Fig. 1: run 1, cell density map
12 x 12 tiles, from black (low) to pale yellow (high), 0 to 100% covered.
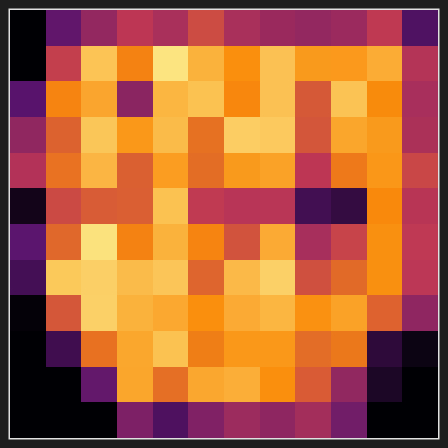
Fig. 2: run 1, drive-strength map
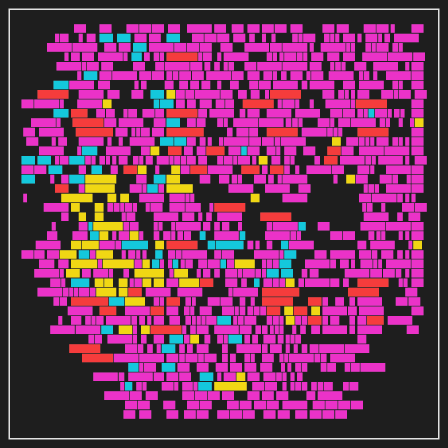
Fig. 3: run 1, where the registers sit
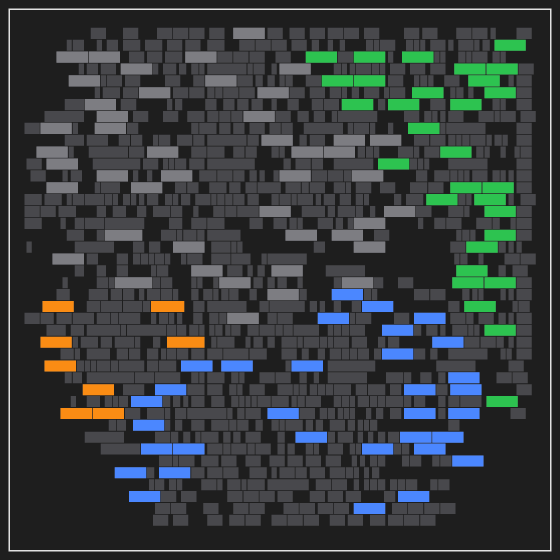
## src/rtl/lsu_ctrl_pkg.sv

```systemverilog
// Shared definitions for the load/store unit controller.
//   - lsu_state_e  : controller FSM encoding (IDLE, MEM, RESP)
//   - LB..SW       : RV32I load/store funct3 encodings
//   - DEFAULT_TIMEOUT_CYC : default mem_ack wait budget
//   - helpers for legality, alignment and store lane formatting
package lsu_ctrl_pkg;

    typedef enum logic [1:0] {
        IDLE = 2'd0,
        MEM  = 2'd1,
        RESP = 2'd2
    } lsu_state_e;

    localparam logic [2:0] LB  = 3'b000;
    localparam logic [2:0] LH  = 3'b001;
    localparam logic [2:0] LW  = 3'b010;
    localparam logic [2:0] LBU = 3'b100;
    localparam logic [2:0] LHU = 3'b101;
    localparam logic [2:0] SB  = 3'b000;
    localparam logic [2:0] SH  = 3'b001;
    localparam logic [2:0] SW  = 3'b010;

    localparam int unsigned DEFAULT_TIMEOUT_CYC = 255;

    function automatic logic f3_legal(input logic is_store, input logic [2:0] f3);
        if (is_store)
            return (f3 == SB) || (f3 == SH) || (f3 == SW);
        return (f3 == LB) || (f3 == LH) || (f3 == LW) || (f3 == LBU) || (f3 == LHU);
    endfunction

    // funct3[1:0] carries the access size for both loads and stores.
    function automatic logic misaligned(input logic [2:0] f3, input logic [1:0] lsb);
        case (f3[1:0])
            2'b01:   return lsb[0];
            2'b10:   return lsb != 2'b00;
            default: return 1'b0;
        endcase
    endfunction

    function automatic logic [3:0] store_we(input logic [2:0] f3, input logic [1:0] lsb);
        case (f3[1:0])
            2'b00:   return 4'b0001 << lsb;
            2'b01:   return 4'b0011 << lsb;
            default: return 4'b1111;
        endcase
    endfunction

    // Replicate the significant part across all lanes; byte enables pick the lane.
    function automatic logic [31:0] store_data(input logic [2:0] f3, input logic [31:0] wdata);
        case (f3[1:0])
            2'b00:   return {4{wdata[7:0]}};
            2'b01:   return {2{wdata[15:0]}};
            default: return wdata;
        endcase
    endfunction

endpackage

```

## src/rtl/mask_n_shift.sv

```systemverilog
// Load data extraction: selects the byte/halfword addressed by twolsb from a
// raw memory word and sign- or zero-extends it according to funct3.
//   twolsb        in  2   byte offset within the word
//   funct3        in  3   RV32I load funct3 (bit 2 = unsigned)
//   drdata        in  32  raw word from memory
//   sliced_drdata out 32  extended load result
module mask_n_shift (
    input  logic [1:0]  twolsb,
    input  logic [2:0]  funct3,
    input  logic [31:0] drdata,
    output logic [31:0] sliced_drdata
);

    logic [31:0] shifted;
    logic        sign_ext;

    always_comb begin
        // NOTE: every always_comb output gets a default first so no path leaves
        // it unassigned; an unassigned path would infer a latch.
        sliced_drdata = drdata;
        shifted       = drdata >> {twolsb, 3'b000};
        sign_ext      = ~funct3[2];
        case (funct3[1:0])
            2'b00:   sliced_drdata = {{24{sign_ext & shifted[7]}}, shifted[7:0]};
            2'b01:   sliced_drdata = {{16{sign_ext & shifted[15]}}, shifted[15:0]};
            default: sliced_drdata = shifted;
        endcase
    end

endmodule

```

## src/rtl/lsu_ctrl.sv

```systemverilog
// Load/store unit controller: accepts one core request at a time, issues a
// single word-aligned memory access (or rejects illegal/misaligned requests
// without touching memory), and returns a one-cycle response.
//   clk, reset    clock, synchronous active-high reset
//   req_*         core request handshake and fields (registered on accept)
//   mem_*         memory request held until mem_ack; mem_rdata valid with ack
//   resp_*        one-cycle completion pulse with load data and error flag
// TIMEOUT_CYC: MEM cycles without mem_ack before aborting (0 = wait forever).
module lsu_ctrl
    import lsu_ctrl_pkg::*;
#(
    parameter int unsigned TIMEOUT_CYC = DEFAULT_TIMEOUT_CYC
) (
    input  logic        clk,
    input  logic        reset,
    input  logic        req_valid,
    output logic        req_ready,
    input  logic        req_is_store,
    input  logic [2:0]  funct3,
    input  logic [31:0] addr,
    input  logic [31:0] wdata,
    output logic        mem_req,
    output logic [31:0] mem_addr,
    output logic [3:0]  mem_we,
    output logic [31:0] mem_wdata,
    input  logic        mem_ack,
    input  logic [31:0] mem_rdata,
    output logic        resp_valid,
    output logic [31:0] resp_rdata,
    output logic        resp_err
);

    localparam int unsigned CNT_W = (TIMEOUT_CYC < 2) ? 1 : $clog2(TIMEOUT_CYC);
    // The abort fires in the MEM cycle whose increment would reach TIMEOUT_CYC,
    // so mem_req is high for exactly TIMEOUT_CYC cycles.
    localparam logic [CNT_W-1:0] CNT_LAST =
        CNT_W'((TIMEOUT_CYC == 0) ? 0 : TIMEOUT_CYC - 1);

    lsu_state_e       state_q, state_d;
    logic [CNT_W-1:0] cnt_q;
    logic             store_q;
    logic [2:0]       f3_q;
    logic [1:0]       lsb_q;
    logic [3:0]       we_q;
    logic [31:0]      load_data;
    logic             accept;
    logic             req_ok;
    logic             timeout_hit;

    assign req_ready   = (state_q == IDLE) && !reset;
    assign accept      = req_valid && req_ready;
    assign req_ok      = f3_legal(req_is_store, funct3) && !misaligned(funct3, addr[1:0]);
    assign timeout_hit = (TIMEOUT_CYC != 0) && (cnt_q == CNT_LAST);

    assign mem_req    = (state_q == MEM);
    assign mem_we     = mem_req ? we_q : 4'b0000;
    assign resp_valid = (state_q == RESP);

    mask_n_shift u_mask_n_shift (
        .twolsb        (lsb_q),
        .funct3        (f3_q),
        .drdata        (mem_rdata),
        .sliced_drdata (load_data)
    );

    always_comb begin
        state_d = state_q;
        case (state_q)
            IDLE: if (accept) state_d = req_ok ? MEM : RESP;
            // mem_ack takes priority over a coincident timeout.
            MEM:  if (mem_ack || timeout_hit) state_d = RESP;
            RESP: state_d = IDLE;
            default: state_d = IDLE;
        endcase
    end

    // NOTE: sequential state uses non-blocking assignments so every register
    // samples pre-edge values regardless of statement order.
    always_ff @(posedge clk) begin
        if (reset) state_q <= IDLE;
        else       state_q <= state_d;
    end

    always_ff @(posedge clk) begin
        if (reset) begin
            cnt_q      <= '0;
            store_q    <= 1'b0;
            f3_q       <= 3'b000;
            lsb_q      <= 2'b00;
            we_q       <= 4'b0000;
            mem_addr   <= '0;
            mem_wdata  <= '0;
            resp_rdata <= '0;
            resp_err   <= 1'b0;
        end else begin
            case (state_q)
                IDLE: if (accept) begin
                    store_q    <= req_is_store;
                    f3_q       <= funct3;
                    lsb_q      <= addr[1:0];
                    cnt_q      <= '0;
                    resp_rdata <= '0;
                    resp_err   <= !req_ok;
                    // Rejected requests leave the memory bus untouched.
                    if (req_ok) begin
                        mem_addr  <= {addr[31:2], 2'b00};
                        we_q      <= req_is_store ? store_we(funct3, addr[1:0]) : 4'b0000;
                        mem_wdata <= req_is_store ? store_data(funct3, wdata) : 32'h0;
                    end
                end
                MEM: begin
                    if (mem_ack) begin
                        resp_rdata <= store_q ? 32'h0 : load_data;
                        resp_err   <= 1'b0;
                    end else if (timeout_hit) begin
                        resp_rdata <= '0;
                        resp_err   <= 1'b1;
                    end else begin
                        cnt_q <= cnt_q + 1'b1;
                    end
                end
                RESP: begin
                    resp_rdata <= '0;
                    resp_err   <= 1'b0;
                end
                default: ;
            endcase
        end
    end

endmodule
```

## config.mk

```make
export PLATFORM = sky130hd
export DESIGN_NAME = lsu_ctrl
export DESIGN_NICKNAME = d
export VERILOG_FILES = /design/src/rtl/lsu_ctrl_pkg.sv /design/src/rtl/mask_n_shift.sv /design/src/rtl/lsu_ctrl.sv
export SDC_FILE = /design/constraint.sdc
export NUM_CORES = 1
export LEC_CHECK = 0
export ABC_AREA = 0
export CAP_MARGIN = 20
export CORE_MARGIN = 3
export CORE_UTILIZATION = 40
export DETAILED_ROUTE_END_ITERATION = 12
export GPL_TIMING_DRIVEN = 0
export PLACE_DENSITY = 0.78
export RECOVER_POWER = 50
export SLEW_MARGIN = 5
export SYNTH_ARGS = -nofsm -noshare
export SYNTH_HDL_FRONTEND = slang
export SYNTH_SLANG_ARGS = --single-unit
export TNS_END_PERCENT = 30
```

## constraint.sdc

```tcl
create_clock -name clk -period 1.85 [get_ports clk]
set_input_delay 0.185 -clock clk [delete_from_list [all_inputs] [get_ports clk]]
set_output_delay 0.185 -clock clk [all_outputs]
set_load 0.03 [all_outputs]
```

==> CHANGELOG.md, run 1 <==
### Implementation results

- Outcome: completed
- Minimum setup slack after placement: -0.776 ns
- Total vias in the final route: 5972
- GR met2 Demand/Resource: 0.383
- Layout buffering overhead excluding clock cells: 0.292
- Total cell area at the placement stage: 7840 um2
- DIE WIDTH: 124 um
- Clock buffer count from CTS: 17
- Wire length on met2: 9340 um
- Registers: 115
- Number of buffers between clock root and the deepest sink: 2
- Most frequent cells after synthesis: nand2_1, dfxtp_1, a21oi_1
- Met3 WL: 1350 um
- Number of enable-type register cells in the synthesized netlist: 0
- Top non-seq family: AND-OR/OR-AND gates
- Post-DR wirelength/cell: 17.5 um
- Final hold violation count: 0
- Cell count after synthesis: 679
- Total power consumption of the routed design: 0.00785 W
- Overall global routing resource usage: 0.237
- Ranking of synthesized cells by area: dfxtp_1, nand2_1, a21oi_1
- Tool Warnings: 34
- Area occupied by multi-input gates: 3130 um2
- IO Port Bufs: 205
- Crit path from: cnt_q[0]$_SDFFE_PP0P_
- Top Layer Used: met4
- Top cell class by occupied area: combinational gates
- Commonest flop: dfxtp_1
- Tap Count: 176
- Die Height: 124 um
- # clock sinks: 115
- P per Cell Area: 880 nW/um2
- Setup TNS after final layout: 0 ns
- Synth warn: 0
- Worst setup endpoint: resp_rdata[7]$_SDFFE_PP0P_
- Post-synthesis adder-cell area fraction: 0.0203
- XORs/XNORs by Area: 0.00632
- Placed Cells: 1061
- Clock insertion delay at the later pin of the skew report: 0.41 ns
- Total buffers and inverters traversed by the critical path: 3
- Global Route met3 Usage: 0.0527
- Post-Synth AOI/OAI Area: 0.214
- Worst EP required: 2.12 ns
- Cell count listed in synth_stat.txt: 679
- Cell with the most instances on the worst path: buf_6
- Total gr overflow: 0
- Number of maximum-capacitance constraint violations: 0
- Hold path depth: 3
- Number of stages on the worst setup path: 9
- Simple-gate area share of the yosys netlist: 0.211
- Worst Clk Skew: 0.00613 ns
- Slack of the worst reg-to-reg path: 0.05 ns
- Maximum vdd ir drop: 0.752 mV
- Average cell area after synthesis: 8.16 um2
- Post-synth top area share: 0.416
- Total of hold buffers inserted after clock tree synthesis: 0
- Number of max-slew violations in the final report: 0
- Vias per Instance: 5.40
- FF-to-FF End: resp_rdata[7]$_SDFFE_PP0P_
- Wire length of the first global-routing pass: 28200 um
- Setup-violating endpoint count in the final report: 0
- Busiest layer in global routing: met2
- GR met1 Demand/Resource: 0.307
- Share of cell area taken by multi-input logic gates: 0.351
- Setup Crit Path Kind: reg2reg
- Die area: 15300 um2
- Worst slew margin: 0.478
- Multiplexer share of the synthesized area: 0.0725
- Synth Seq Share: 0.416
- Ys async rst share: 0
- Post-synthesis register bit count: 115
- Portion of the layout cell area used by clock cells: 0.0700
- Cell type contributing the most total cell area after synthesis: dfxtp_1
- Non-Filler Instances: 1105
- HP Start: funct3[1]
- Logic Gate Count: 499
- Critical Path End Type: register
- Number of global-route vias before repair: 5296
- Cycle use final: 0.971
- Net count, final: 1031
- Setup repair after global routing missed its margin: true
- H-tree level count: 4
- Iteration-0 DRC Markers: 556
- Clock transition at path regs: 0.05 ns
About Fig. 1:
tiles over 75% full	37%
nearly empty tiles	8.3%
fullest tile	94%
mean over tiles	57%
effective utilization at floorplan: 0.413
Util after Layout: 0.666
core area: 13400 um2

About Fig. 2:
colour	size	cells	share	most used
cyan	drive 2	57	6.1%	mux2_2
magenta	drive 1 or less	775	83%	clkdlybuf4s50_1
red	drive 6 and up	42	4.5%	clkbuf_16
yellow	drive 3 to 4	55	5.9%	buf_4
least setup slack across all paths after layout: 0.0533 ns
post-route cell area: 8920 um2
synthesis-to-finish area growth: 61.0%
buffer count excluding the clock tree in the final layout: 279

About Fig. 3:
colour	signal	placed flops
green	`mem_addr`	30
blue	`resp_rdata`	32
orange	`cnt_q`	8
not coloured	45
fraction of standard cell area that is sequential: 0.260
sequential cell area: 2310 um2
Sequential Power: 0.00260 W

==> run 1: registers in the layout (all words and copies together) (netlist names), 2 cells and up <==
signal and flops:
resp_rdata 32, state_q 2, mem_addr 30, cnt_q 8, mem_wdata 32, lsb_q 2
f3_q 3, we_q 4
==> run 1: what timing repair did <==
action                                 4_1_cts  5_1_grt
pin swaps                                    5       10
setup buffers                                4       12
gates resized                               70       51
setup endpoints to repair                  108      102
endpoints found under the hold margin        0        0
gates cloned                                 0        1
==> run 1: power by group <==
group | internal, W | leakage [nW] | switching [W]
combinational | 0.000795 | 1.87 | 0.000983
clock | 0.00234 | 0.301 | 0.00113
sequential | 0.00255 | 0.932 | 0.0000441
--- run 2 (diff from run 1) ---
--- a/config.mk
+++ b/config.mk
@@ -10,6 +10,7 @@
 export CORE_MARGIN = 3
 export CORE_UTILIZATION = 40
 export DETAILED_ROUTE_END_ITERATION = 12
+export GPL_ROUTABILITY_DRIVEN = 0
 export GPL_TIMING_DRIVEN = 0
 export PLACE_DENSITY = 0.78
 export RECOVER_POWER = 50
Fig. 4: run 2, where the registers sit
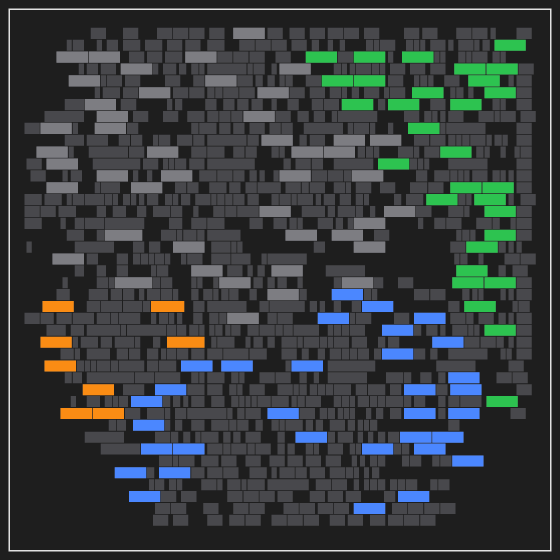
colour	signal	placed flops
orange	`cnt_q`	8
blue	`resp_rdata`	32
green	`mem_addr`	30
not coloured	45

Fig. 5: run 2, drive-strength map
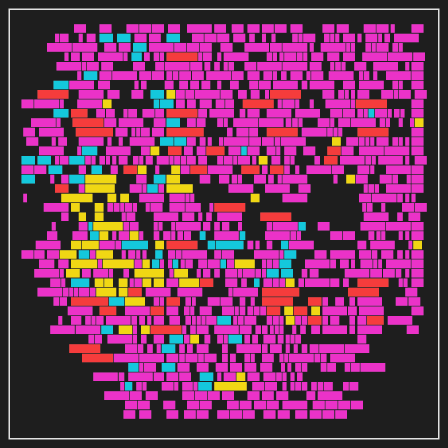
colour	size	cells	share	most used
yellow	drive 3 to 4	55	5.9%	buf_4
magenta	drive 1 or less	775	83%	clkdlybuf4s50_1
cyan	drive 2	57	6.1%	mux2_2
red	drive 6 and up	42	4.5%	clkbuf_16

Fig. 6: run 2, track usage over the die
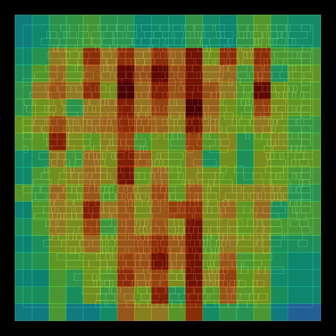
GR met2 Demand/Resource: 0.383
post-DR wirelength/cell: 17.5 um
overall global routing resource usage: 0.237
busiest layer in global routing: met2
GR met1 Demand/Resource: 0.307

==> CHANGELOG.md, run 2 <==
### Implementation results

- Post-Synth AOI/OAI Area: 0.214
- Post-route cell area: 8920 um2
- Category of cells accounting for the largest share of critical-path delay: simple AND/OR/NAND/NOR gates
- Number of buffers between clock root and the deepest sink: 2
- Number of library cell types mapped by synthesis: 55
- Number of maximum-capacitance constraint violations: 0
- Least setup slack across all paths after layout: 0.0533 ns
- H-tree level count: 4
- Number of remaining DRC errors: 0
- Min cycle time layout: 1.80 ns
- Drt pass-1 iters: 5
- Largest registers ranked by flip-flop count: mem_wdata x32, resp_rdata x32, mem_addr x30
- Ranking of synthesized cells by area: dfxtp_1, nand2_1, a21oi_1
- Worst EP required: 2.12 ns
- Total gr overflow: 0
- Critical path cell sequence: inv_4, ha_4, and4_4, a21oi_4, or3_4, buf_6, buf_6, nand2_1, a21oi_1
- Cycle use final: 0.971
- Power share of the sequential group: 0.331
- Top cell class by occupied area: combinational gates
- Total power consumption of the routed design: 0.00785 W
- Final hold violation count: 0
- Cell with the most instances on the worst path: buf_6
- Total vias in the final route: 5972
- Net count, final: 1031
- Average cell area after synthesis: 8.16 um2
- Portion of the layout cell area used by clock cells: 0.0700
- Post-CTS repair timing setup buffer count: 4
- Clock transition at path regs: 0.05 ns
- Proportion of power drawn by combinational gates: 0.227
- Net switching power of the design: 0.00216 W
- Share of post-route cells with drive strength above 1: 0.166
- Tap Count: 176
- Largest net degree at the start of global routing: 17
- IO Port Bufs: 205
- Wire length of the first global-routing pass: 28200 um
- Routed WL: 19400 um
- Met3 WL: 1350 um
- Critical Path End Type: register
- Most frequent cells after synthesis: nand2_1, dfxtp_1, a21oi_1
- Non-Filler Instances: 1105
- Vias per Instance: 5.40
- Remaining number of nets flagged by the antenna check after routing: 0
- Combinational-cell power consumption: 0.00178 W
- Chip area from the yosys synthesis statistics: 5540 um2
- Maximum vdd ir drop: 0.752 mV
- Cell count listed in synth_stat.txt: 679
- Top Layer Used: met4
- CP Data Arrival Time: 2.07 ns
- P_leak: 3.10 nW
- P per Cell Area: 880 nW/um2
- Post-synthesis adder-cell area fraction: 0.0203
- Number of enable-type register cells in the synthesized netlist: 0
- Tool Warnings: 34
- Pwr top: the clock network
- Global Route met3 Usage: 0.0527
- Cell type contributing the most total cell area after synthesis: dfxtp_1
- Antenna violations before repair: 0
- Post-synth top area share: 0.416
- Total buffers and inverters traversed by the critical path: 3
- Root cell of the clock tree: clkbuf_16
- WL met1: 8120 um
- Multiplexer share of the synthesized area: 0.0725
- Placed Cells: 1061
- Sequential Power: 0.00260 W
- Fraction of standard cell area that is sequential: 0.260
- Iteration-0 DRC Markers: 556
- Standard cell with the maximum stage delay on the critical path: or3_4
- Total of clock buffers placed in the layout: 21
- Logic Gate Count: 499
- Critical path fanouts, max: 10
- Fmax: 557 MHz
- ANT cells: 0
- Core area: 13400 um2
- Setup-violating endpoint count in the final report: 0
- Die area: 15300 um2
- Util after Layout: 0.666
- Simple-gate area share of the yosys netlist: 0.211
- Die Height: 124 um
- Registers: 115
- Min Hold Slack: 0.182 ns
- # clock sinks: 115
- Number of rows in the core area: 42
- Cell count after synthesis: 679
- Measured slew at the worst slew-check pin: 0.780 ns
- Commonest flop: dfxtp_1
- Ys async rst share: 0
- Dominant logic cell types in the final layout: clkdlybuf4s50_1, nand2_1, dfxtp_1
- Number of max-slew violations in the final report: 0
- DIE WIDTH: 124 um
- Post-synthesis register bit count: 115
- Combined area of all synthesized cells: 5540 um2
- Setup Crit Path Kind: reg2reg
- XORs/XNORs by Area: 0.00632
- Total of hold buffers inserted after clock tree synthesis: 0
- Share of cell area taken by multi-input logic gates: 0.351
- Worst Clk Skew: 0.00613 ns
- Buffer count excluding the clock tree in the final layout: 279
- Clock insertion delay at the later pin of the skew report: 0.41 ns
- Number of global-route vias before repair: 5296
- Worst slew margin: 0.478
- Clock buffer count from CTS: 17
- Switch share: 0.275
- Highest cell delay on the worst timing path: 0.38 ns
- Total cell area at the placement stage: 7840 um2
- Area occupied by multi-input gates: 3130 um2
- Synth warn: 0
- Synth Seq Share: 0.416
- Layout buffering overhead excluding clock cells: 0.292
- HPWL reported at the end of detailed placement: 13800 um
- Setup repair after global routing missed its margin: true
- Resized Gates After CTS: 70
- Effective utilization at floorplan: 0.413
- Wire length on met2: 9340 um
- Fill cell total of the finished layout: 1082
- Synth top cell by count: nand2_1
- Outcome: completed
- Count of inverters not on the clock network in the layout: 6
- # IOs: 208
- Most frequently placed logic cell in the final layout: clkdlybuf4s50_1
- Top non-seq family: AND-OR/OR-AND gates
- Clock-net power: 0.00347 W
- Minimum setup slack after placement: -0.776 ns
- Type of the tightest min-delay check: in2reg
- Kind of start point of the critical path: register
- Proportion of power drawn by the clock network: 0.442
- Sequential cell area: 2310 um2
- Synthesis-to-finish area growth: 61.0%
- Internal cell power: 0.00569 W
- Setup TNS after final layout: 0 ns
- Clock tree from TritonCTS: yes
## run 2: cell counts after synthesis
Identical to the previous run, type by type.
## run 2: worst register-to-register path: cells and delay by family (launching register included)
kind,cells,cell delay [ns]
compound gates,2,0.15
fa+ha+maj,1,0.12
buf+inv,3,0.34
flops,1,0.35
simple gates,3,0.70
## run 2: final timing paths
path | start | to | slack, ns | cells after the start
hold reg to reg | mem_wdata[22]$_SDFFE_PP0P_ | mem_wdata[22]$_SDFFE_PP0P_ | 0.45 | 2
setup reg to reg | cnt_q[0]$_SDFFE_PP0P_ | resp_rdata[7]$_SDFFE_PP0P_ | 0.05 | 9
hold / removal | funct3[1] | f3_q[1]$_SDFFE_PP0P_ | 0.18 | 3
setup / recovery | cnt_q[0]$_SDFFE_PP0P_ | resp_rdata[7]$_SDFFE_PP0P_ | 0.05 | 9
Power and IR drop assume default switching activity.
